`config.mk`:
```
export PLATFORM = sky130hd
export DESIGN_NAME = muldiv_sequencer
export DESIGN_NICKNAME = d
export VERILOG_FILES = /design/src/rtl/muldiv_pkg.sv /design/src/rtl/muldiv_sequencer.sv
export SDC_FILE = /design/constraint.sdc
export NUM_CORES = 1
export LEC_CHECK = 0
export CAP_MARGIN = 0
export CORE_AREA = 2 2 197 199
export CTS_CLUSTER_DIAMETER = 100
export DETAILED_ROUTE_END_ITERATION = 10
export DIE_AREA = 0 0 199 201
export DONT_BUFFER_PORTS = 1
export SYNTH_ARGS = -nofsm -noshare
export SYNTH_HDL_FRONTEND = slang
export SYNTH_SLANG_ARGS = --single-unit
```
`constraint.sdc`:
```
create_clock -name clock -period 8.7 [get_ports clock]
set_input_delay 1.305 -clock clock [delete_from_list [all_inputs] [get_ports clock]]
set_output_delay 1.305 -clock clock [all_outputs]
set_load 0.02 [all_outputs]
```
`src/rtl/muldiv_pkg.sv`:
```
// Shared types and constants for the multicycle multiply/divide sequencer.
//   muldiv_op_t    : operation code as presented on the `op` port.
//   muldiv_state_t : sequencer control states.
//   MULDIV_WIDTH   : default operand width.
package muldiv_pkg;

    localparam int MULDIV_WIDTH = 32;

    typedef enum logic [1:0] {
        MULT  = 2'b00,
        MULTU = 2'b01,
        DIV   = 2'b10,
        DIVU  = 2'b11
    } muldiv_op_t;

    typedef enum logic [2:0] {
        IDLE,
        PREP,
        ITER,
        FIX,
        DONE
    } muldiv_state_t;

    function automatic logic op_is_signed(input muldiv_op_t o);
        return (o == MULT) || (o == DIV);
    endfunction

    function automatic logic op_is_div(input muldiv_op_t o);
        return (o == DIV) || (o == DIVU);
    endfunction

endpackage

```
`src/rtl/muldiv_sequencer.sv`:
```
// Multicycle multiply/divide sequencer owning the HI/LO registers.
// Runs a radix-2 shift-add multiplier or a restoring divider for WIDTH
// iterations on operand magnitudes, then fixes up signs.
// Ports:
//   clock, reset      : rising-edge clock, asynchronous active-high reset
//   start, op, a, b   : request and operands, sampled only in IDLE
//   cancel            : synchronous abort in PREP/ITER/FIX
//   busy              : high in every state except IDLE
//   done              : one-cycle completion pulse
//   div_zero          : with done, divide by zero (HI/LO untouched)
//   hi_lo_write       : with done, HI/LO were updated
//   hi, lo            : product upper/lower half, or remainder/quotient
module muldiv_sequencer
    import muldiv_pkg::*;
#(
    parameter int WIDTH = MULDIV_WIDTH
) (
    input  logic             clock,
    input  logic             reset,
    input  logic             start,
    input  logic [1:0]       op,
    input  logic [WIDTH-1:0] a,
    input  logic [WIDTH-1:0] b,
    input  logic             cancel,
    output logic             busy,
    output logic             done,
    output logic             div_zero,
    output logic             hi_lo_write,
    output logic [WIDTH-1:0] hi,
    output logic [WIDTH-1:0] lo
);

    localparam int CW = (WIDTH > 1) ? $clog2(WIDTH) : 1;
    localparam int AW = 2 * WIDTH + 1;

    muldiv_state_t    state_q, state_d;
    muldiv_op_t       op_q, op_d;
    logic [WIDTH-1:0] a_q, a_d, b_q, b_d;
    logic [WIDTH-1:0] hi_q, hi_d, lo_q, lo_d;
    logic [AW-1:0]    acc_q, acc_d;
    logic [CW-1:0]    count_q, count_d;
    logic             neg_res_q, neg_res_d;
    logic             neg_rem_q, neg_rem_d;
    logic             dz_q, dz_d;

    logic               is_div, is_signed;
    logic [WIDTH-1:0]   a_mag, b_mag;
    logic [AW-1:0]      acc_shl;
    logic [WIDTH+1:0]   alu_x, alu_y, alu_out;
    logic [2*WIDTH-1:0] product, product_fix;
    logic [WIDTH-1:0]   quot_fix, rem_fix;

    assign is_div    = op_is_div(op_q);
    assign is_signed = op_is_signed(op_q);
    assign a_mag     = (is_signed && a_q[WIDTH-1]) ? -a_q : a_q;
    assign b_mag     = (is_signed && b_q[WIDTH-1]) ? -b_q : b_q;

    // Shared adder/subtractor. Multiply adds the multiplicand (a) to the
    // upper half; divide subtracts the divisor (b) from the left-shifted
    // partial remainder, with the extra top bit acting as the borrow.
    assign acc_shl = {acc_q[AW-2:0], 1'b0};
    assign alu_x   = is_div ? {1'b0, acc_shl[AW-1:WIDTH]} : {2'b00, acc_q[AW-2:WIDTH]};
    assign alu_y   = {2'b00, is_div ? b_q : a_q};
    assign alu_out = is_div ? (alu_x - alu_y) : (alu_x + alu_y);

    assign product     = acc_q[2*WIDTH-1:0];
    assign product_fix = neg_res_q ? -product : product;
    assign quot_fix    = neg_res_q ? -acc_q[WIDTH-1:0] : acc_q[WIDTH-1:0];
    assign rem_fix     = neg_rem_q ? -acc_q[2*WIDTH-1:WIDTH] : acc_q[2*WIDTH-1:WIDTH];

    // NOTE: every *_d gets its hold value first so no path through the case leaves it unassigned (no latches).
    always_comb begin
        state_d   = state_q;
        op_d      = op_q;
        a_d       = a_q;
        b_d       = b_q;
        acc_d     = acc_q;
        count_d   = count_q;
        neg_res_d = neg_res_q;
        neg_rem_d = neg_rem_q;
        dz_d      = dz_q;
        hi_d      = hi_q;
        lo_d      = lo_q;

        unique case (state_q)
            IDLE: begin
                // cancel is deliberately ignored here
                if (start) begin
                    op_d      = muldiv_op_t'(op);
                    a_d       = a;
                    b_d       = b;
                    dz_d      = 1'b0;
                    neg_res_d = 1'b0;
                    neg_rem_d = 1'b0;
                    state_d   = PREP;
                end
            end
            PREP: begin
                if (cancel) begin
                    state_d = IDLE;
                end else begin
                    a_d       = a_mag;
                    b_d       = b_mag;
                    neg_res_d = is_signed && (a_q[WIDTH-1] ^ b_q[WIDTH-1]);
                    neg_rem_d = is_signed && a_q[WIDTH-1];
                    if (is_div && (b_q == '0)) begin
                        dz_d    = 1'b1;
                        state_d = DONE;
                    end else begin
                        // low half holds the multiplier or the dividend
                        acc_d   = {{(WIDTH+1){1'b0}}, is_div ? a_mag : b_mag};
                        count_d = CW'(WIDTH - 1);
                        state_d = ITER;
                    end
                end
            end
            ITER: begin
                if (cancel) begin
                    state_d = IDLE;
                end else begin
                    if (is_div) begin
                        // restore on borrow, otherwise keep difference and set quotient bit
                        if (alu_out[WIDTH+1]) acc_d = acc_shl;
                        else                  acc_d = {alu_out[WIDTH:0], acc_shl[WIDTH-1:1], 1'b1};
                    end else if (acc_q[0]) begin
                        acc_d = {1'b0, alu_out[WIDTH:0], acc_q[WIDTH-1:1]};
                    end else begin
                        acc_d = {1'b0, acc_q[AW-1:1]};
                    end
                    count_d = count_q - CW'(1);
                    if (count_q == '0) state_d = FIX;
                end
            end
            FIX: begin
                if (cancel) begin
                    state_d = IDLE;
                end else begin
                    hi_d    = is_div ? rem_fix  : product_fix[2*WIDTH-1:WIDTH];
                    lo_d    = is_div ? quot_fix : product_fix[WIDTH-1:0];
                    state_d = DONE;
                end
            end
            DONE:    state_d = IDLE;
            default: state_d = IDLE;
        endcase
    end

    // NOTE: sequential state uses non-blocking assignment so every register samples pre-edge values.
    always_ff @(posedge clock or posedge reset) begin
        if (reset) begin
            state_q   <= IDLE;
            op_q      <= MULT;
            a_q       <= '0;
            b_q       <= '0;
            acc_q     <= '0;
            count_q   <= '0;
            neg_res_q <= 1'b0;
            neg_rem_q <= 1'b0;
            dz_q      <= 1'b0;
            hi_q      <= '0;
            lo_q      <= '0;
        end else begin
            state_q   <= state_d;
            op_q      <= op_d;
            a_q       <= a_d;
            b_q       <= b_d;
            acc_q     <= acc_d;
            count_q   <= count_d;
            neg_res_q <= neg_res_d;
            neg_rem_q <= neg_rem_d;
            dz_q      <= dz_d;
            hi_q      <= hi_d;
            lo_q      <= lo_d;
        end
    end

    assign busy        = (state_q != IDLE);
    assign done        = (state_q == DONE);
    assign div_zero    = done && dz_q;
    assign hi_lo_write = done && !dz_q;
    assign hi          = hi_q;
    assign lo          = lo_q;

endmodule

```
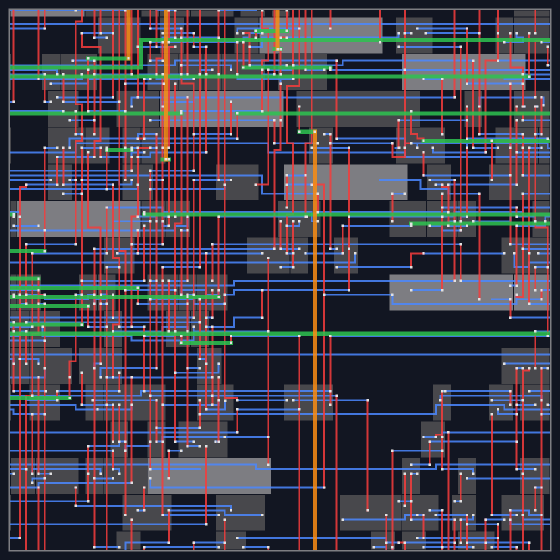
**Above:** run 1 (close-up of the layout).
Window x 80 to 120, y 121 to 161 um. Cells in gray, sequential cells in the stronger gray; small squares are vias.
Red stands for M2. Blue stands for M1. Green stands for M3. Orange stands for M4.
Most frequent: o21ai_0 (11), nand2_1 (9), nor2_1 (8). Netlist names of flops here include b_q (3), acc_q (2). 93 logic cells have their middle in the window. Sequential cells in the window: 7.

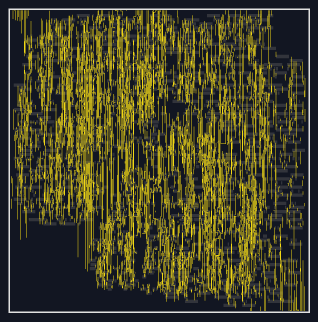
**Above:** run 1 (M2 wires).
Scale: 1.5 px per um. Cells faint in the background.
The layer carries 24.6 mm of wire. The longest straight run is 97.2 um.

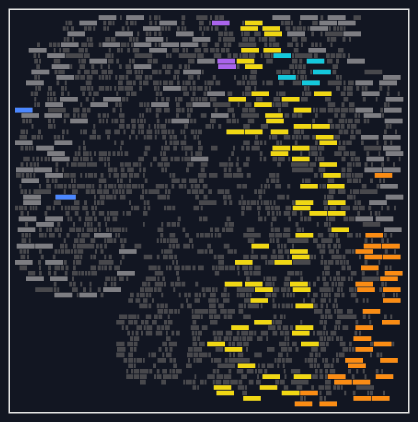
**Above:** run 1 (sequential cells grouped by signal name).
Scale: 2 px per um. Other sequential cells in the stronger gray, the rest of the logic in the fainter gray.
Purple stands for state_q, flops 3. Orange stands for hi, flops 32. Blue stands for op_q, flops 2. Yellow stands for acc_q, flops 65. Cyan stands for count_q, flops 5, where top right.
Another 99 sequential cells are not colored.

==> notes.md, run 1 <==
run results: remaining antenna violation count after routing=0, Die X=199 um, status=finished, final reports clean, M1 GR Usage=around 42%, # diodes=0, Yosys cell types=between 90 and 100, final hold slack=around 510 ps, sequential power=about 0.0022 W, FF-to-FF End=acc_q[59], peak supply drop=0.184 mV, Final #Nets=2080, comb. cell area=10500 sq um, Fmax=about 0.17 GHz, DRT iter0 DRCs=1466, Setup crit start=op_q[1], wl on met1=26.9 mm, Period minus WS final=5930 ps, cts repair resizes=0, PortBufs=0, R2R Path Start=op_q[1], TritonCTS Buffers=25, Yosys Instances=approximately 2100, DR WL/cell=22.8 um, Power, Total=0.00703 W, Critical Path Sink Type=flip-flop, Worst Hold Launch=acc_q[64], gpl congestion=0.966, non-clk buf share=0.905%, pre-CTS setup slack=2910 ps, Psw=~0.0037 W, post-route setup TNS=0 ps, Filler cells=3838, non-filler cells, final=2505, Flop pwr share=31.0%, Top pwr grp=combinational logic, Yosys top cell by instances=nand2_1, YS chip area=roughly 17000 sq um, xor+xnor area frac=9.11%, placed wire-length estimate=42.8 mm, combinational fraction of the cell area=60.2%, syn_nets=2225, routed via count=15400, Clk. pwr=about 0.0011 W, bufs w/o clock=21, Worst Hold Endpoint=acc_q[64], CTS tree=done, full die area=40000 sq um
==> run 1: worst max-delay path, cell delays in order, from the launching register on <==
cell and delay, ps:
dfrtp_4 790, o21ai_0 250, inv_1 100, ha_1 220, a21boi_2 390, nor3b_1 330
nand2_1 110, xnor2_1 150, nand2_1 70, o21ai_0 140, ha_1 460, and2_1 300
nand3_1 170, or4_1 430, o21ai_1 130, buf_4 300, and2_1 900, a311oi_1 230
a221o_1 320
==> run 1: sequential cells by signal, indices dropped and copies added (netlist names) <==
| signal | count |
|---|---|
| acc_q | 65 |
| a_q | 32 |
| dz_q | 1 |
| neg_rem_q | 1 |
| count_q | 5 |
| neg_res_q | 1 |
| lo | 32 |
| op_q | 2 |
| state_q | 3 |
| hi | 32 |
| b_q | 32 |
==> inputs of run 2 (changes only) <==
==> constraint.sdc (replaced) <==
create_clock -name clock -period 5.5 [get_ports clock]
set_input_delay 0.825 -clock clock [delete_from_list [all_inputs] [get_ports clock]]
set_output_delay 0.825 -clock clock [all_outputs]
set_load 0.02 [all_outputs]
==> run 2 against run 1 <==
Against the previous run:
- die area did not move
- critical path depth unchanged
- cell count grew 0.84%
- worst setup slack lost 2400 ps
- design area rose by 1.3%
- clock-buffer cell count rose by 1
- synthesized cell count is the same
- non-clock buffer count rose by 18
- clock skew fell by 1.7 ps
- largest power group unchanged
==> notes.md, run 2 <==
run results: status=finished, final reports clean, cts repair resizes=0 (unchanged), Largest Register=acc_q, Yosys Instances=2115 (unchanged), Die X=199 um (unchanged), post-route setup TNS=0 ps (unchanged), peak supply drop=0.335 mV (+82%), final hold slack=337 ps (-170 ps), Critical Path Sink Type=flip-flop, Yosys top cell by instances=nand2_1, Period minus WS final=5140 ps (-793 ps), full die area=40000 sq um (unchanged), worst-path cell chain=buf_4 -> buf_4 -> nor2_1 -> a22oi_1 -> or2_1 -> nor4_1 -> xor2_1 -> nor2_1 -> a21oi_1 -> ha_1 -> and2_1 -> and3_1 -> a221oi_2 -> nand2_1 -> o211ai_1 -> a21boi_0 -> or3_1 -> a32oi_1, Largest register FFs=65 (unchanged), CTS tree=done, Fmax=0.195 GHz (+15%), Worst Hold Endpoint=dz_q, YS chip area=16500 sq um (unchanged), Worst Hold Launch=start, max incr delay on CP=550 ps (-350 ps), DRT iter0 DRCs=1435 (-2.1%), R2R Path Start=op_q[1], TritonCTS Buffers=26 (+4.0%), slowest CP cell=dfrtp_4, Filler cells=3835 (-0.078%), non-filler cells, final=2526 (+0.84%), DR WL/cell=22.8 um (+0.29%), pre-CTS setup slack=154 ps (-2760 ps), M1 GR Usage=42.7% (+0.23 points), PortBufs=0 (unchanged), syn_nets=2225 (unchanged), Power, Total=0.0113 W (+61%), gpl congestion=1.00 (+3.6%), remaining antenna violation count after routing=0 (unchanged), FF-to-FF End=acc_q[60]
-- run 2: cell type report --
cell class	instances	area (sq um)	area share (%)
Multi-Input combinational cell	1675	10500	59.6
Sequential cell	206	5160	29.2
Clock buffer	35	704	3.99
Tap cell	518	648	3.67
Timing Repair Buffer	39	305	1.73
Inverter	41	158	0.893
Clock inverter	11	155	0.879
Antenna cell	1	2.50	0.0142
-- run 2: report_power, final --
| part | total (W) | leakage, nW | switching (W) | internal (W) |
|---|---|---|---|---|
| combinational | 0.00615 | 4.10 | 0.00391 | 0.00224 |
| clock | 0.00177 | 0.417 | 0.000730 | 0.00104 |
| sequential | 0.00338 | 2.61 | 0.00128 | 0.00210 |
| total | 0.0113 | 7.13 | 0.00592 | 0.00538 |
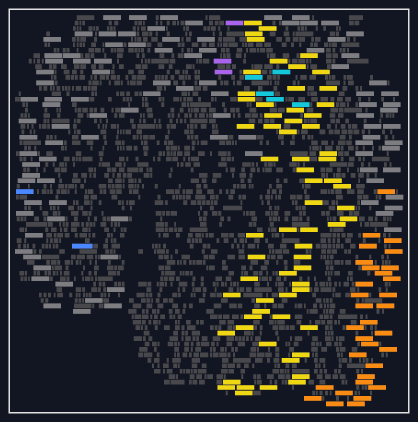
**Above:** run 2 (sequential cells grouped by signal name).
Scale: 2 px per um. Other sequential cells in the stronger gray, the rest of the logic in the fainter gray.
Orange stands for hi, flops 32. Cyan stands for count_q, flops 5. Blue stands for op_q, flops 2. Yellow stands for acc_q, flops 65. Purple stands for state_q, flops 3.
register area: 5160 sq um
Seq/total area: 29.2%
Final Util: 46.3%
sequential power: 0.00338 W

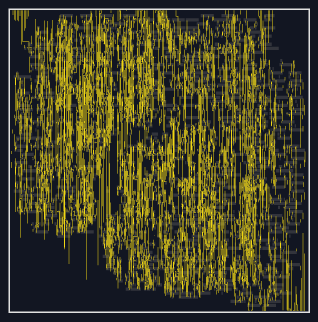
**Above:** run 2 (M2 wires).
Scale: 1.5 px per um. Cells faint in the background.
The longest straight run is 81.8 um. The layer carries 25.0 mm of wire. 1632 nets have wire on it. The layer holds 43% of the routed length. The wires run mostly vertical.
Routed WL: 57.6 mm
global-route met2 utilization: 43.3%
routed via count: 15500

==> inputs of run 3 (changes only) <==
--- a/config.mk
+++ b/config.mk
@@ -5,8 +5,9 @@
 export SDC_FILE = /design/constraint.sdc
 export NUM_CORES = 1
 export LEC_CHECK = 0
-export CAP_MARGIN = 0
+export CAP_MARGIN = 20
 export CORE_AREA = 2 2 197 199
+export CTS_BUF_LIST = sky130_fd_sc_hd__clkbuf_4
 export CTS_CLUSTER_DIAMETER = 100
 export DETAILED_ROUTE_END_ITERATION = 10
 export DIE_AREA = 0 0 199 201
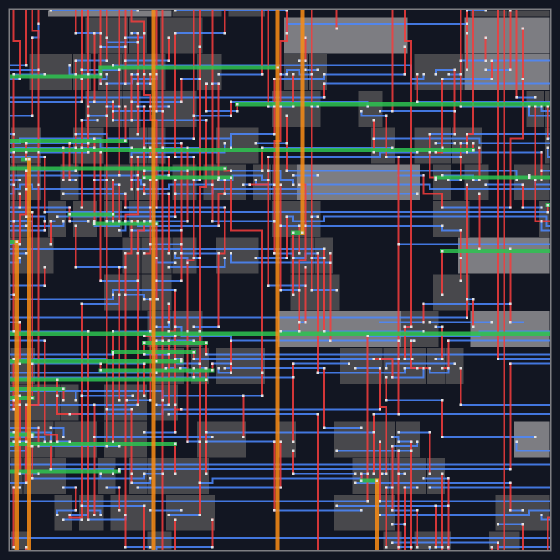
**Above:** run 3 (close-up of the layout).
Window x 80 to 120, y 121 to 161 um. Cells in gray, sequential cells in the stronger gray; small squares are vias.
Green stands for M3. Red stands for M2. Blue stands for M1. Orange stands for M4.
Netlist names of flops here include acc_q (3), b_q (3). Most frequent: nand2_1 (17), o21ai_0 (10). Sequential cells in the window: 7. 102 logic cells have their middle in the window.

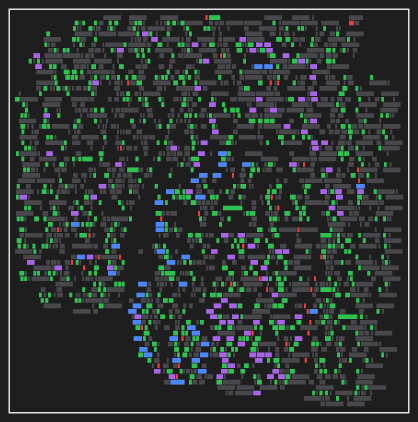
**Above:** run 3 (gate-type map).
Scale: 2 px per um.
Blue stands for fa/ha/maj cells, cells 40. Purple stands for mux cells, cells 100. Red stands for inv cells, cells 41. Green stands for aoi and oai cells, cells 606, where spread over the die.

==> run 3 against run 2 <==
Against the previous run:
- via count up 1.6%
- sequential power about the same
- synthesized cell count stayed put
- die area is the same
- fmax shrank 1.4%
- area after synthesis stayed put
- clock power shrank 22%
- combinational power barely moved
- critical path type unchanged
==> notes.md, run 3 <==
run results: Routed WL=57.9 mm (+0.39%), Period minus WS final=5210 ps (+74.3 ps), Largest Register=acc_q, full die area=40000 sq um (unchanged), placed wire-length estimate=43.4 mm, Worst Hold Depth=1, vias in the first global route=14700, Yosys top cell by instances=nand2_1, Die X=199 um (unchanged), FF-to-FF End=acc_q[60], Clock transition at path regs=70 ps, Gate power share=56.4% (+1.9 points), Psw=0.00589 W (-0.61%), Critical Path Sink Type=flip-flop, global-route met2 utilization=43.2% (-0.087 points), cts repair resizes=0 (unchanged), IO Pins=between 100 and 150, remaining antenna violation count after routing=0 (unchanged), Cell Area, Synth=roughly 17000 sq um, sw frac=53.9% (+1.5 points), P_int=0.00503 W (-6.6%), worst-path cell chain=buf_4 -> buf_4 -> nor2_1 -> a22oi_1 -> or2_1 -> nor4_1 -> xor2_1 -> nor2_1 -> a21oi_1 -> ha_1 -> and2_1 -> and3_1 -> a221oi_2 -> nand2_1 -> o211ai_1 -> a21boi_0 -> or3_1 -> a32oi_1, Cell area leaders=dfrtp_1 (31%), o21ai_0 (6.8%), nand2_1 (6.3%), Worst Hold Endpoint=dz_q, Setup Buffers After CTS=0, syn_nets=2225 (unchanged), routed via count=15700 (+1.6%), pre-CTS setup slack=154 ps (unchanged), simple share=19.5%, Flop pwr share=31.0% (+1.1 points), crit-path max FO=18, Power, Total=0.0109 W (-3.4%), share of layout cells above drive strength 1=roughly a tenth, Top pwr grp=combinational logic, slowest CP cell=dfrtp_4, DR WL/cell=22.4 um (-1.8%), comb pwr=0.00615 W (about the same), area fraction in mux cells=6.26%, YS chip area=16500 sq um (unchanged), FFs w/ async S/R, synth=100%, Yosys Instances=2115 (unchanged), status=finished, final reports clean, CTS tree=done, peak supply drop=0.223 mV (-33%), Worst Hold Launch=start, post-route setup TNS=0 ps (unchanged), Least-Margin Pin Slew=between 1000 and 1500 ps, M1 GR Usage=42.4% (-0.23 points), PortBufs=0 (unchanged), Setup crit start=op_q[1], Fmax=0.192 GHz (-1.4%), register area share after synthesis=31.2%, sequential power=0.00338 W (about the same), gpl congestion=1.00 (unchanged), Largest register FFs=65 (unchanged), max incr delay on CP=550 ps (about the same), TritonCTS Buffers=59 (+130%), R2R Path Start=op_q[1], Clk. pwr=0.00138 W (-22%), DRT iter0 DRCs=1555 (+8.4%)
-- run 3: netlist changes by cell type in the layout (fill, tap and decap cells not counted), sizes merged --
cell,before,now
clkbuf,35,83
clkinv,5,16
bufinv,3,0
clkinvlp,2,1
diode,1,2
-- run 3: per-stage QoR --
stage	area (sq um)	hold WS, ps	instances	utilization [%]
after floorplan	16500	467	2115	-
final	17500	140	2582	45.9
after global routing	17500	118	2582	45.9
after detailed placement	16800	491	2479	44.0
after CTS	17500	82.4	2580	45.8
after global placement	16800	490	2479	44.0
-- run 3: layout make-up --
type | count | area [sq um]
antenna | 2 | 5.00
multi-input combinational | 1675 | 10500
tap | 518 | 648
inverter | 41 | 158
clock buffer | 83 | 623
sequential | 206 | 5160
fill | 3891 | 20600
timing repair buffer | 39 | 305
clock inverter | 18 | 77.6
No activity file was given, so power comes from the tool's default toggle rates.
